### I/O pins on the die edge

(3 px per um) Pins as bars across the die edge, other pins in gray.
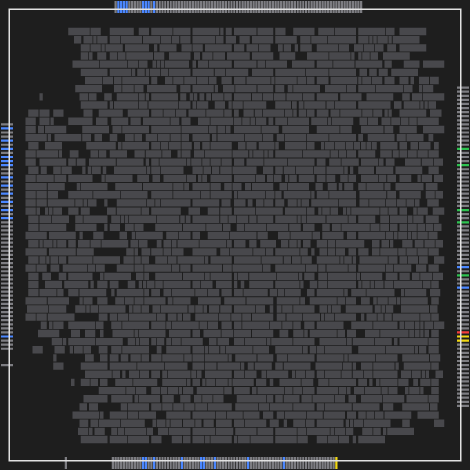
### Met2 routing

(3 px per um)
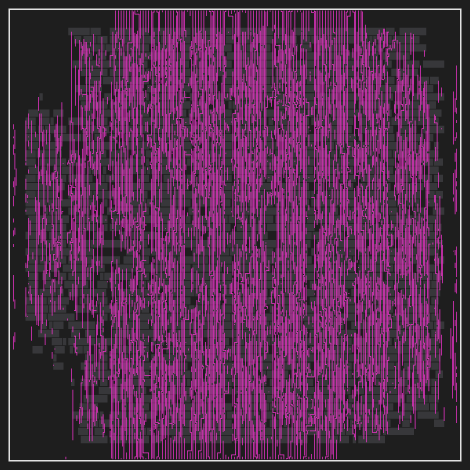
### Signal metal coverage by tile

(2 px per um) 30 x 30 tiles, from dark blue (low) to red (high), scaled to the fullest tile. Values are wire area over tile area, all layers added.
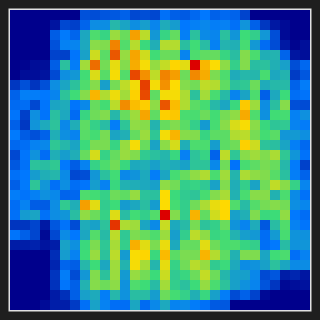
==> config.mk <==
export PLATFORM = sky130hd
export DESIGN_NAME = id_ex_stage_flat
export DESIGN_NICKNAME = d
export VERILOG_FILES = /design/src/rtl/id_ex_stage_if.sv /design/src/rtl/id_ex_stage.sv /design/src/flat_wrapper.sv
export SDC_FILE = /design/constraint.sdc
export NUM_CORES = 1
export LEC_CHECK = 0
export CORE_MARGIN = 5
export CORE_UTILIZATION = 41
export CTS_CLUSTER_SIZE = 8
export DETAILED_ROUTE_END_ITERATION = 8
export PLACE_DENSITY = 0.88
export SETUP_SLACK_MARGIN = 0.2
export SYNTH_ARGS = -nofsm -noshare
export SYNTH_HDL_FRONTEND = slang
export SYNTH_SLANG_ARGS = --single-unit
==> constraint.sdc <==
create_clock -name clk -period 2.7 [get_ports clk]
set_clock_uncertainty 0.1 [all_clocks]
set_input_delay 0.54 -clock clk [delete_from_list [all_inputs] [get_ports clk]]
set_output_delay 0.54 -clock clk [all_outputs]
set_load 0.1 [all_outputs]
==> reports/qor.yml <==
run_status:
  outcome: "finished, violations left"
  violations: "setup timing"
placed_design:
  post_dp_cell_area_sq_um: 14100
  dp_slack_ns: -0.830
  post-dp-hpwl_um: 25900
  post-place-cells: 1508
worst_setup_path:
  path_buffers: 5
  worst-setup-path-type: "reg -> out"
  critPathArrivalTime_ns: 2.67
  required_ns: 2.06
  crit_family: "buffers and inverters"
  worstPathCellList: "xnor2_2 > nand4_1 > buf_6 > buf_12 > clkbuf_16 > nor2_1 > a211oi_1 > buf_4 > o31ai_4 > buf_12"
  worst-path-stages: 10
  slowest_delay_ns: 0.47
  critPathMostFrequentCell: "buf_12"
pwr:
  p_int_mw: 4.66
  powerDensity_nw_per_um2: 465
  leakagePower_nw: 6.80
  maxPowerGroup: "combinational logic"
  seq_cell_power_mw: 2.01
  combinationalPower_mw: 3.27
  ir_worst_vdd_uv: 469
  netSwitchingFraction: 0.391
global_route:
  antenna_found_initial: 5
  grt.busiest_layer: "met2"
  grt_max_degree: 111
  met1_usage: 0.434
  grt_pass1_vias: 10200
  grt_pass1_wl_um: 62500
  grtUsageMet3: 0.105
cells_and_area:
  seq_cells: 119
  inverters: 143
  fin_area_sq_um: 16500
  syn2layout_area_growth_pct: 105
  final_common_cell: "clkdlybuf4s50_1"
  final_cell_mix: "178 x clkdlybuf4s50_1, 143 x inv_1, 118 x buf_12, 109 x nand3b_1, 109 x o41ai_1"
  largest_reg_flops: 107
  seq_area_frac: 0.182
  fin_cells: 1592
  clockNetworkAreaShare: 0.0363
  comb_cells: 560
  nFillCells: 863
  sh_comb_area: 0.364
  drive_gt1_frac: 0.424
  n_all_buffers: 468
floorplan:
  core_region_area_sq_um: 19400
  initCoreUtil: 0.414
  well_tap_count: 265
  dieArea_sq_um: 22500
hold_path:
  hold_class: "reg -> reg"
cts:
  htreeDepth: 4
  cts_tree: "done"
  cts_resized: 215
  hold_buffers: 1
  cts_sinks: 119
  clockBufferDepth: 2
  cts-buffers-inserted: 17
  post_cts_buffers: 23
  clock_insertion_delay_worst_skew_ns: 0.43
drt:
  met1_length_um: 16600
  wl_met2_um: 22000
  routed_via_density: 6.55
  antenna_left: 0
synth:
  syn_avg_cell_area_sq_um: 8.62
  yosysWarnings: 0
  async_flop_share: 1.00
  ys_top_logic_family: "AND-OR/OR-AND gates"
  top_area_frac: 0.371
  top_cells_by_area: "dfrtp_1 37%, o41ai_1 12%, nand3b_1 10%"
  ys_ff: 119
  top_cell: "inv_1"
  ys_sh_simple: 0.183
  synthMuxAreaShare: 0.0895
  synthDistinctLibCells: 32
  xor_area_frac: 0.0327
  yosys_cells: 932
  ff_type: "dfrtp_1"
  ys_seq_share: 0.371
  yosys_area_sq_um: 8030
  edf_count: 0
  fp_nets: 1132
  syn_area_sq_um: 8030
  synthCells: 932
sta:
  period_minus_slack_ns: 3.31
  maxSlewHeadroom: 0.413
  finalHoldViolCount: 0
  fmax_mhz: 302
  setup_ws_ns: -0.612
  finalCritPeriodShare: 1.23
  rsz0062_at_grt: "true"
  finalSetupViolCount: 97
flow_run:
  maxCapViolCount: 0
-- 'I/O pins on the die edge' (at the start) --
[green] `id_id_rt` | pins: 5 | direction: input | edge: east
[blue] `id_id_rd1` | pins: 32 | direction: input | edge: 13 west, 9 south, 8 north, 2 east
[red] `ex_reg_write` | pins: 1 | direction: output | edge: east
[yellow] `id_id_alu_control` | pins: 3 | direction: input | edge: 2 east, 1 south
die height: 150 um
port bufs: 308
Die X: 150 um

-- 'Met2 routing' (at the start) --
longest straight run: 70.2 um
nets with wire on the layer: 1415
share of all routed wire: 46%
vias: 10400
Total Wirelength: 47600 um
GR Util met2: 0.594

-- 'Signal metal coverage by tile' (at the start) --
mean over tiles: 0.38
tiles over half the peak: 34%
densest ninth of the die: north
fullest tile: 0.96
nearly empty tiles: 8.1%
Routed wire per std cell: 29.9 um
Global Route Usage Sum: 0.368

-- per-stage QoR --
| step | utilization | TNS (ns) | hold WS, ns |
|---|---|---|---|
| 6_report | 0.850 | -44.27 | 0.402 |
| 5_1_grt | 0.850 | -47.71 | 0.433 |
| 4_1_cts | 0.821 | -37.88 | 0.405 |
| 3_5_place_dp | 0.725 | -65.64 | 0.370 |
| 3_3_place_gp | 0.725 | -62.25 | 0.356 |
| 2_1_floorplan | - | -30.19 | 0.144 |
-- logic make-up after synthesis --
family,after synthesis
AND-OR/OR-AND,222
multiplexers,68
flip-flops,119
AND/OR/NAND/NOR,240
XOR/XNOR,30
buffers and inverters,253
Power is estimated from default activity; no workload was simulated.
